### config.mk
export PLATFORM = sky130hd
export DESIGN_NAME = pc_ctrl
export DESIGN_NICKNAME = d
export VERILOG_FILES = /design/src/rtl/pc_ctrl.sv
export SDC_FILE = /design/constraint.sdc
export NUM_CORES = 1
export LEC_CHECK = 0
export CAP_MARGIN = 10
export CORE_UTILIZATION = 45
export CTS_BUF_LIST = sky130_fd_sc_hd__clkbuf_8 sky130_fd_sc_hd__clkbuf_16
export DETAILED_ROUTE_END_ITERATION = 8
export PLACE_DENSITY = 0.82
export SETUP_SLACK_MARGIN = 0.1
export SYNTH_ARGS = -nofsm -noshare
export SYNTH_HDL_FRONTEND = slang
export SYNTH_SLANG_ARGS = --single-unit
export TNS_END_PERCENT = 30
### constraint.sdc
create_clock -name clk -period 3.15 [get_ports clk]
set_input_delay 0.63 -clock clk [delete_from_list [all_inputs] [get_ports clk]]
set_output_delay 0.63 -clock clk [all_outputs]
set_load 0.03 [all_outputs]
### src/rtl/pc_ctrl.sv
// pc_ctrl: program counter owner and instruction-fetch sequencer for the
// single-cycle core. Fetches one instruction at a time over a req/ack port,
// holds it for execute, then redirects from the jump/branch result.
module pc_ctrl #(
    parameter logic [31:0] RESET_PC = 32'h0000_0000,
    parameter logic [31:0] TRAP_VEC = 32'h0000_0100,
    parameter int          TIMEOUT  = 16
) (
    input  logic        clk,
    input  logic        rst,
    output logic        if_req,
    output logic [31:0] if_addr,
    input  logic        if_ack,
    input  logic [31:0] if_rdata,
    output logic [31:0] inst,
    output logic        inst_valid,
    output logic [31:0] pc,
    input  logic        stall,
    input  logic [31:0] jmp_to,
    input  logic [1:0]  jmp_kind,
    input  logic        jmp_taken,
    output logic        trap,
    output logic [1:0]  trap_cause
);

    // GAP is the single idle cycle after a fetch timeout, so memory sees
    // if_req fall and rise again for the request to TRAP_VEC.
    typedef enum logic [1:0] {
        FETCH = 2'b00,
        EXEC  = 2'b01,
        GAP   = 2'b10
    } state_t;

    localparam logic [7:0] CNT_LAST = 8'(TIMEOUT - 1);

    localparam logic [1:0] KIND_B    = 2'b00;
    localparam logic [1:0] KIND_JALR = 2'b01;
    localparam logic [1:0] KIND_JAL  = 2'b11;

    localparam logic [1:0] CAUSE_MISALIGN = 2'b01;
    localparam logic [1:0] CAUSE_TIMEOUT  = 2'b10;

    state_t      state, state_nxt;
    logic [7:0]  cnt;
    logic [31:0] seq_pc;
    logic [31:0] tgt_pc;
    logic        misaligned;
    logic        fetch_timeout;
    logic        exec_done;

    assign fetch_timeout = (state == FETCH) && !if_ack && (cnt == CNT_LAST);
    assign exec_done     = (state == EXEC) && !stall;

    // Next-PC selection; bit0 is always cleared, bit1 flags a misaligned target.
    always_comb begin
        seq_pc = pc + 32'd4;
        tgt_pc = seq_pc;
        if (jmp_taken) begin
            case (jmp_kind)
                KIND_JAL, KIND_JALR: tgt_pc = {jmp_to[31:1], 1'b0};
                KIND_B:              tgt_pc = (pc + jmp_to) & 32'hFFFF_FFFE;
                default:             tgt_pc = seq_pc;  // reserved kind
            endcase
        end
        misaligned = tgt_pc[1];
    end

    // State register.
    always_ff @(posedge clk) begin
        if (rst) state <= FETCH;
        else     state <= state_nxt;
    end

    // Next-state logic; an ack on the last wait cycle wins over timeout.
    always_comb begin
        state_nxt = state;
        case (state)
            FETCH: begin
                if (if_ack)             state_nxt = EXEC;
                else if (fetch_timeout) state_nxt = GAP;
            end
            EXEC: begin
                if (!stall) state_nxt = FETCH;
            end
            GAP:     state_nxt = FETCH;
            default: state_nxt = FETCH;
        endcase
    end

    // Outputs decoded from state; if_addr simply tracks pc.
    always_comb begin
        if_req     = (state == FETCH);
        inst_valid = (state == EXEC);
        if_addr    = pc;
    end

    // Program counter: moves only on EXEC exit, fetch timeout or reset.
    always_ff @(posedge clk) begin
        if (rst) begin
            pc <= RESET_PC;
        end else if (fetch_timeout) begin
            pc <= TRAP_VEC;
        end else if (exec_done) begin
            pc <= misaligned ? TRAP_VEC : tgt_pc;
        end
    end

    // Instruction latch: only an ack while fetching is captured.
    always_ff @(posedge clk) begin
        if (rst) begin
            inst <= '0;
        end else if (state == FETCH && if_ack) begin
            inst <= if_rdata;
        end
    end

    // Wait counter: counts un-acked fetch cycles, cleared on any exit.
    always_ff @(posedge clk) begin
        if (rst) begin
            cnt <= '0;
        end else if (state == FETCH && !if_ack && !fetch_timeout) begin
            cnt <= cnt + 8'd1;
        end else begin
            cnt <= '0;
        end
    end

    // Trap pulse, registered one cycle after the deciding edge.
    always_ff @(posedge clk) begin
        if (rst) begin
            trap       <= 1'b0;
            trap_cause <= 2'b00;
        end else if (fetch_timeout) begin
            trap       <= 1'b1;
            trap_cause <= CAUSE_TIMEOUT;
        end else if (exec_done && misaligned) begin
            trap       <= 1'b1;
            trap_cause <= CAUSE_MISALIGN;
        end else begin
            trap       <= 1'b0;
            trap_cause <= 2'b00;
        end
    end

endmodule
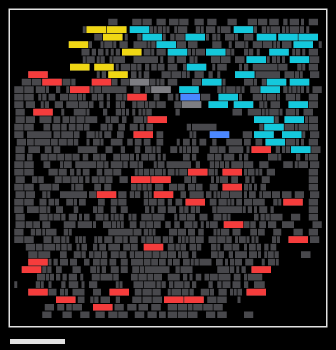
**Above:** run 1 (sequential cells grouped by signal name).
The bar under the picture is 20 µm long. Other sequential cells in the stronger grey, the rest of the logic in the fainter grey.
netlist name	colour	placed flops
`inst`	cyan	32
`if_addr`	red	31
`cnt`	yellow	8
`trap_cause`	blue	2
not coloured	3
Util after Layout: 0.671
flop share of the area: 0.186
Seq. pwr: 1.03 mW
total area of sequential cells: 0.00152 mm²

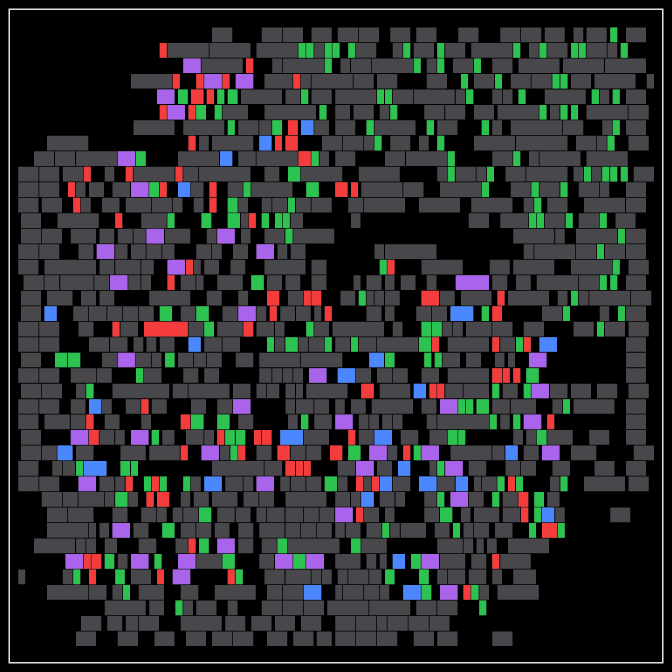
**Above:** run 1 (logic cells by family).
family	colour	cells
and/or cells	blue	27
xor and xnor cells	purple	45
nand cells	green	173
nor cells	red	86
multi-input gate share of total cell area: 0.462
Top cell excl fill/tap: clkdlybuf4s50_1

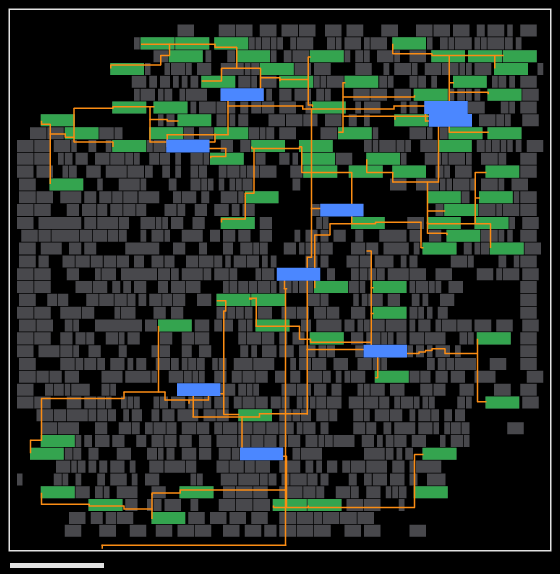
**Above:** run 1 (clock distribution).
The bar under the picture is 20 µm long.
[flip-flops] green | count: 76
[clock wires] orange | length: 1110 µm
[clock-net drivers] blue | count: 9
flops lie	widely spread
Clk power: 1.01 mW
Clk pwr share: 0.358

==> run_results.csv, run 1 <==
group,metric,value,unit
clock_tree,clkSinkCount,76,
detailed_routing,wl,19.2,mm
critical_path,critical_path_arrival,3270,ps
flow_run,warnings,27,
power,peakVddDrop,0.315,mV
clock_tree,post_cts.repair.setup_buffers,0,
yosys,ys_cells,770,
floorplan,fp_util,0.468,
grt,grt_pass1_vias,6039,
place,placed_area,0.00780,mm²
floorplan,rows,40,
final_timing,timing_hold_violations_final,0,
detailed_routing,wl_met3,1.71,mm
critical_path,required,3400,ps
floorplan,core,0.0122,mm²
yosys,netlist_instances,770,
final_timing,report.final.setup_viol,0,
final_timing,fin_crit_sh,0.959,
yosys,ys_warn_count,0,
clock_tree,clkTransAtPathRegs,60,ps
clock_tree,h-tree-depth,3,
yosys,synth_area,0.00570,mm²
final_timing,slew_viol_final,0,
grt,grt_pass1_wl,29.8,mm
yosys,synth.distinct_cells,66,
run_status,status,"complete, no violations",
yosys,edf_count,0,
clock_tree,clk_path_buf_depth,2,
final_layout,diodes,0,
floorplan,fp.dieH,115,µm
critical_path,path_max_fanout,5,
yosys,synth_top_flop_cell,"dfxtp_1",
final_layout,drive_gt1_frac,0.127,
floorplan,io_pins,172,
detailed_routing,drc,0,
final_layout,fill_cells,1047,
grt,grt-ovfl-total,0,
yosys,yosys_area,0.00570,mm²
place,gp_congestion,0.956,
power,power.density,344,mW/mm²
power,power,2.81,mW
power,power_leakage,3.25,nW
flow_run,drv_cap,0,
detailed_routing,dr.pass1.iters,5,
final_timing,fmax,331,MHz
final_layout,syn_to_final_growth,43.3,%
grt,grtUsageTotal,0.289,
critical_path,worst_setup_path_start_kind,"input pin",
yosys,syn_area_per_cell,7.40,µm²
final_layout,lay_top_cells,"clkdlybuf4s50_1 (169), nand2_1 (123), buf_4 (83)",
clock_tree,cts_tree,"done",
clock_tree,ctsResizeCount,0,
final_timing,worst_pin_slew,536,ps
clock_tree,cts_hold_buf,0,
final_timing,rsz0062_at_grt,"true",
yosys,ys_async_sr_fraction,0,
detailed_routing,antenna_left,0,
final_layout,fin_nets,1066,
final_timing,clock_skew,4.40,ps
final_timing,tns,0,ps
place,dp_hpwl,14.2,mm
detailed_routing,dr_total_vias,6516,
detailed_routing,drt-met1-wl,8.32,mm
clock_tree,cts_buffers,9,
clock_tree,clock-root-buffer,"clkbuf_16",
final_timing,slew_headroom,0.639,
yosys,ys_seq_frac,0.267,
critical_path,worstSetupEndpointType,"flop",
final_timing,post-route-min-period,3020,ps
detailed_routing,wl_per_cell,16.9,µm
detailed_routing,first_iter_violations,613,
grt,grt_start_max_net_pins,40,
clock_tree,clk_latency,340,ps
yosys,ys.flops,76,
detailed_routing,met2WireLength,8.73,mm
grt,antenna_found_initial,0,
detailed_routing,highest_layer,"met4",
floorplan,die_x,115,µm
hold_path,hold_path.class,"flop to flop",
floorplan,dieArea,0.0131,mm²
place,numPortBuffers,169,
detailed_routing,avgViaCountPerCell,5.74,
critical_path,critPathKind,"input pin to flop",
final_layout,design_area,0.00816,mm²
-- run 1: worst max-delay path: stages --
cell             delay [ps]
clkdlybuf4s50_1         480
ha_1                    400
buf_4                   140
nand3_1                 130
buf_4                   170
nor3_1                  220
a41oi_1                 180
nand3_1                 240
a21oi_1                 100
a22o_2                  230
o21a_1                  160
o31ai_1                 180
-- run 1: area by class of cell --
cell class	count	area [µm²]	share of cell area
Multi-Input combinational cell	609	3770	0.462
Timing Repair Buffer	252	2310	0.284
Sequential cell	76	1520	0.186
Clock buffer	11	253	0.0310
Tap cell	168	210	0.0257
Inverter	15	56.3	0.00690
Clock inverter	5	33.8	0.00414
-- run 1: Yosys cell counts, types with 9 or more instances --
master / count / area share
xnor2_1: 28 / 0.043
a21oi_1: 83 / 0.073
nand2_1: 123 / 0.081
and3_1: 9 / 0.0099
nand3_1: 28 / 0.025
a31oi_1: 11 / 0.012
nor2_1: 63 / 0.042
nor3_1: 11 / 0.0097
dfxtp_1: 76 / 0.27
nand4_1: 13 / 0.014
o221ai_1: 12 / 0.018
o21bai_1: 9 / 0.012
o22ai_1: 9 / 0.0099
a21o_1: 17 / 0.022
ha_1: 32 / 0.070
o21ai_0: 43 / 0.038
buf_4: 33 / 0.043
inv_1: 15 / 0.0099
clkbuf_1: 31 / 0.020
xor2_1: 16 / 0.025
-- run 1: power by group --
| group | switching, mW | leakage, nW | internal [mW] | total (mW) |
|---|---|---|---|---|
| Sequential | 0.0338 | 0.619 | 1.00 | 1.03 |
| Combinational | 0.424 | 2.50 | 0.347 | 0.771 |
| Clock | 0.429 | 0.138 | 0.577 | 1.01 |
-- run 1: registers in the layout, indices dropped and copies added, names as in the netlist --
name	count
if_addr	31
state	2
cnt	8
trap_cause	2
trap	1
inst	32
-- run 1: per-stage QoR --
step / cells / hold WS (ps) / util / setup slack [ps]
after CTS: 1136 / 454 / 0.665 / 140
after floorplan: 771 / 418 / - / 401
final: 1136 / 451 / 0.671 / 131
after detailed placement: 1120 / 446 / 0.642 / -206
after global routing: 1136 / 468 / 0.671 / 59.7
after global placement: 1120 / 436 / 0.642 / -125
-- run 1: per-layer routing --
layer	GRT usage	up-vias
met5	0	-
met4	0.111	0
met3	0.0519	39
met2	0.465	317
met1	0.383	3020
li1	-	3140
-- run 1: cell families (layout without fill, tap and decap cells) --
logic type	count (synthesis)	after routing	synth area share
and+or+nand+nor	286	286	0.231
AOI/OAI and AO/OA	243	243	0.275
buffers and inverters	86	283	0.0837
DFF	76	76	0.267
xor gates and xnor gates	45	45	0.0705
adders and majority gates	32	32	0.0703
other	1	2	0.000658
muxes	1	1	0.00198
-- run 1: worst paths after layout --
| kind | endpoint | slack (ps) | depth (start not counted) | from |
|---|---|---|---|---|
| max | if_addr[31] | 130 | 12 | jmp_to[8] |
| min | inst[1] | 450 | 2 | inst[1] |
| min reg2reg | inst[1] | 450 | 2 | inst[1] |
| max reg2reg | if_addr[30] | 580 | 9 | if_addr[10] |
**Run 1: routing congestion map**

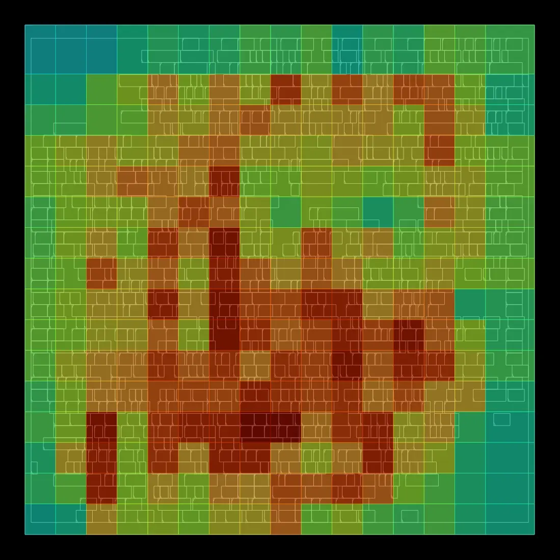

--- run 2 (diff from run 1) ---
- CORE_MARGIN: unset -> 10
- CTS_CLUSTER_SIZE: unset -> 20
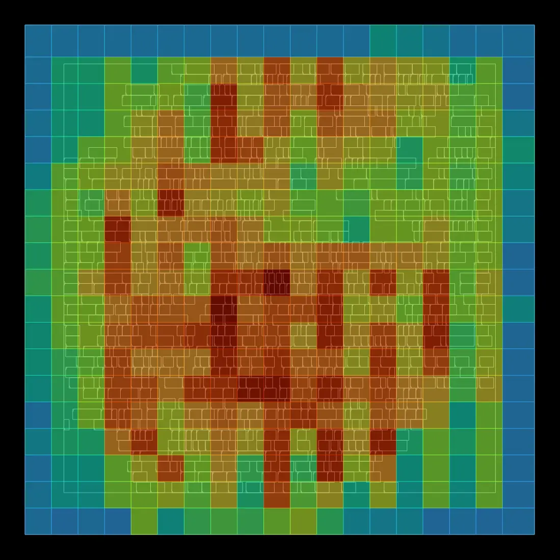
**Above:** run 2 (routing congestion map).
Util after Layout: 0.655
M1 GR Usage: 0.286
M2 GR Usage: 0.361

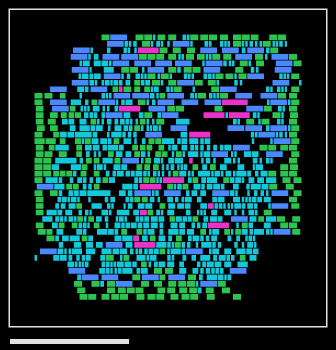
**Above:** run 2 (cells coloured by class).
The bar under the picture is 50 µm long.
class	colour	cells	share of their area
remaining buffers and delay cells	green	257	30%
remaining logic cells	cyan	624	48%
clock drivers and dummy loads	magenta	15	3.6%
registers	blue	76	19%

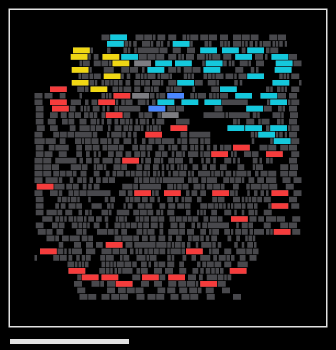
**Above:** run 2 (sequential cells grouped by signal name).
The bar under the picture is 50 µm long. Other sequential cells in the stronger grey, the rest of the logic in the fainter grey.
netlist name	colour	placed flops
`inst`	cyan	32
`if_addr`	red	31
`trap_cause`	blue	2
`cnt`	yellow	8
not coloured	3
Seq. pwr: 1.04 mW
flop share of the area: 0.186

==> run_results.csv, run 2 <==
group,metric,value,unit
clock_tree,cts_tree,"done",
final_layout,drive_gt1_frac,0.130,
final_timing,rsz0062_at_grt,"true",
detailed_routing,first_iter_violations,656,
floorplan,die_x,133,µm
final_timing,timing_hold_violations_final,0,
place,numPortBuffers,169,
clock_tree,clk_path_buf_depth,2,
detailed_routing,dr.pass1.iters,5,
power,power,2.85,mW
final_layout,fin_cells,1144,
power,power_leakage,3.29,nW
yosys,ys_cells,770,
final_layout,diodes,0,
critical_path,cp.depth,12,
grt,grtUsageTotal,0.224,
critical_path,cpMostUsedCell,"buf_4",
grt,grt_pass1_vias,6252,
yosys,ys_top_cells_by_count,"nand2_1 (123), a21oi_1 (83), dfxtp_1 (76), nor2_1 (63), o21ai_0 (43)",
final_layout,lay_top_count,"clkdlybuf4s50_1",
grt,antenna_found_initial,0,
final_layout,fin_nets,1071,
place,dp_hpwl,15.7,mm
yosys,synth.distinct_cells,66,
final_timing,post-route-min-period,2980,ps
critical_path,worst_setup_path_start_kind,"input pin",
yosys,synth_top_flop_cell,"dfxtp_1",
final_timing,worst_pin_slew,747,ps
run_status,status,"complete, no violations",
detailed_routing,wl_per_cell,17.9,µm
floorplan,fp_util,0.455,
detailed_routing,avgViaCountPerCell,5.74,
yosys,topCellsByArea,"dfxtp_1 (27%), nand2_1 (8.1%), a21oi_1 (7.3%)",
floorplan,fp.dieH,133,µm
yosys,largest_area_cell,"dfxtp_1",
final_layout,largest_reg_flops,32,
floorplan,dieArea,0.0176,mm²
place,pre_cts_ws,-278,ps
floorplan,rows,41,
final_timing,report.final.setup_viol,0,
detailed_routing,drc,0,
critical_path,critical_path_arrival,3250,ps
grt,grt_start_max_net_pins,40,
critical_path,critPathKind,"input pin to flop",
final_layout,largest-register,"inst",
clock_tree,clkSinkCount,76,
yosys,ys_warn_count,0,
flow_run,drv_cap,0,
clock_tree,cts_buffers,9,
critical_path,required,3420,ps
critical_path,reg2reg_depth,9,
yosys,top_cell,"nand2_1",
final_layout,syn_to_final_growth,43.9,%
floorplan,core,0.0125,mm²
power,power.density,347,mW/mm²
yosys,yosys_area,0.00570,mm²
yosys,top_area_frac,0.267,
detailed_routing,wl,20.4,mm
final_timing,clock_skew,6.00,ps
clock_tree,cts_hold_buf,0,
grt,grt_pass1_wl,32.9,mm
hold_path,hold_path.class,"flop to flop",
final_timing,fmax,335,MHz
place,placed_area,0.00784,mm²
detailed_routing,antenna_left,0,
critical_path,crit_buf_inv,3,
clock_tree,clk_latency,340,ps
clock_tree,h-tree-depth,3,
critical_path,crit_chain,"clkdlybuf4s50_1 > ha_1 > a211o_1 > buf_4 > a211oi_4 > nor4_2 > nor2_1 > o31ai_2 > buf_4 > o21bai_1 > mux2_2 > a21oi_1",
yosys,synth_area,0.00570,mm²
yosys,netlist_instances,770,
flow_run,warnings,27,
critical_path,worstSetupEndpointType,"flop",
final_layout,lay_top_cells,"clkdlybuf4s50_1 (167), nand2_1 (123), buf_4 (88)",
critical_path,cpPeakStageDelay,440,ps
final_timing,fin_crit_sh,0.946,
critical_path,path_max_fanout,4,
floorplan,io_pins,172,
yosys,ys_seq_frac,0.267,
yosys,syn_area_per_cell,7.40,µm²
grt,grt-ovfl-total,0,
detailed_routing,dr_total_vias,6570,
yosys,ys_async_sr_fraction,0,
yosys,ys.flops,76,
clock_tree,clkTransAtPathRegs,60,ps
clock_tree,clock-root-buffer,"clkbuf_16",
final_timing,slew_headroom,0.501,
critical_path,slowest_stage,"clkdlybuf4s50_1",
## run 2: worst paths after layout
kind	startpoint	endpoint	slack, ps
max	jmp_to[3]	if_addr[24]	170
min	inst[25]	inst[25]	450
max reg2reg	if_addr[8]	if_addr[31]	480
min reg2reg	inst[25]	inst[25]	450
## run 2: area by class of cell
cell class	count	area [µm²]
fill	1100	4320
clock inverter	6	63.8
multi-input combinational	609	3760
clock buffer	9	225
inverter	15	56.3
sequential	76	1520
timing repair buffer	257	2360
tap	172	215
## run 2: worst reg2reg max path: cells and delay by family (launching register included)
kind / cells / cell delay (ps)
and+or+nand+nor: 5 / 1370
xor gates and xnor gates: 1 / 160
DFF: 1 / 490
AOI/OAI and AO/OA: 2 / 350
buffers and inverters: 1 / 220
## run 2: timing repair
| action | 4_1_cts | 5_1_grt |
|---|---|---|
| gates resized | 1 | 11 |
| gates cloned | 0 | 0 |
| pin swaps | 0 | 7 |
| setup buffers | 0 | 1 |
| setup endpoints to repair | 1 | 8 |
## run 2: cells by family (layout without fill, tap and decap cells)
| kind of cell | after synthesis | count (layout) | synth area share |
|---|---|---|---|
| xor+xnor | 45 | 45 | 0.0705 |
| buf+inv | 86 | 287 | 0.0837 |
| compound gates | 243 | 243 | 0.275 |
| flops | 76 | 76 | 0.267 |
| mux | 1 | 1 | 0.00198 |
| simple gates | 286 | 286 | 0.231 |
| fa+ha+maj | 32 | 32 | 0.0703 |
| other cells | 1 | 2 | 0.000658 |
## run 2: power breakdown
part           total, mW  switching (mW)  internal [mW]
Clock               1.05           0.436          0.610
Combinational      0.766           0.421          0.345
Sequential          1.04          0.0355           1.00
## run 2: routing by layer
metal	GRT usage	wire length (µm)
met1	0.286	8600
met3	0.0511	1800
met4	0.0807	579
met5	0	0
met2	0.361	9460
Power and IR drop assume default switching activity.
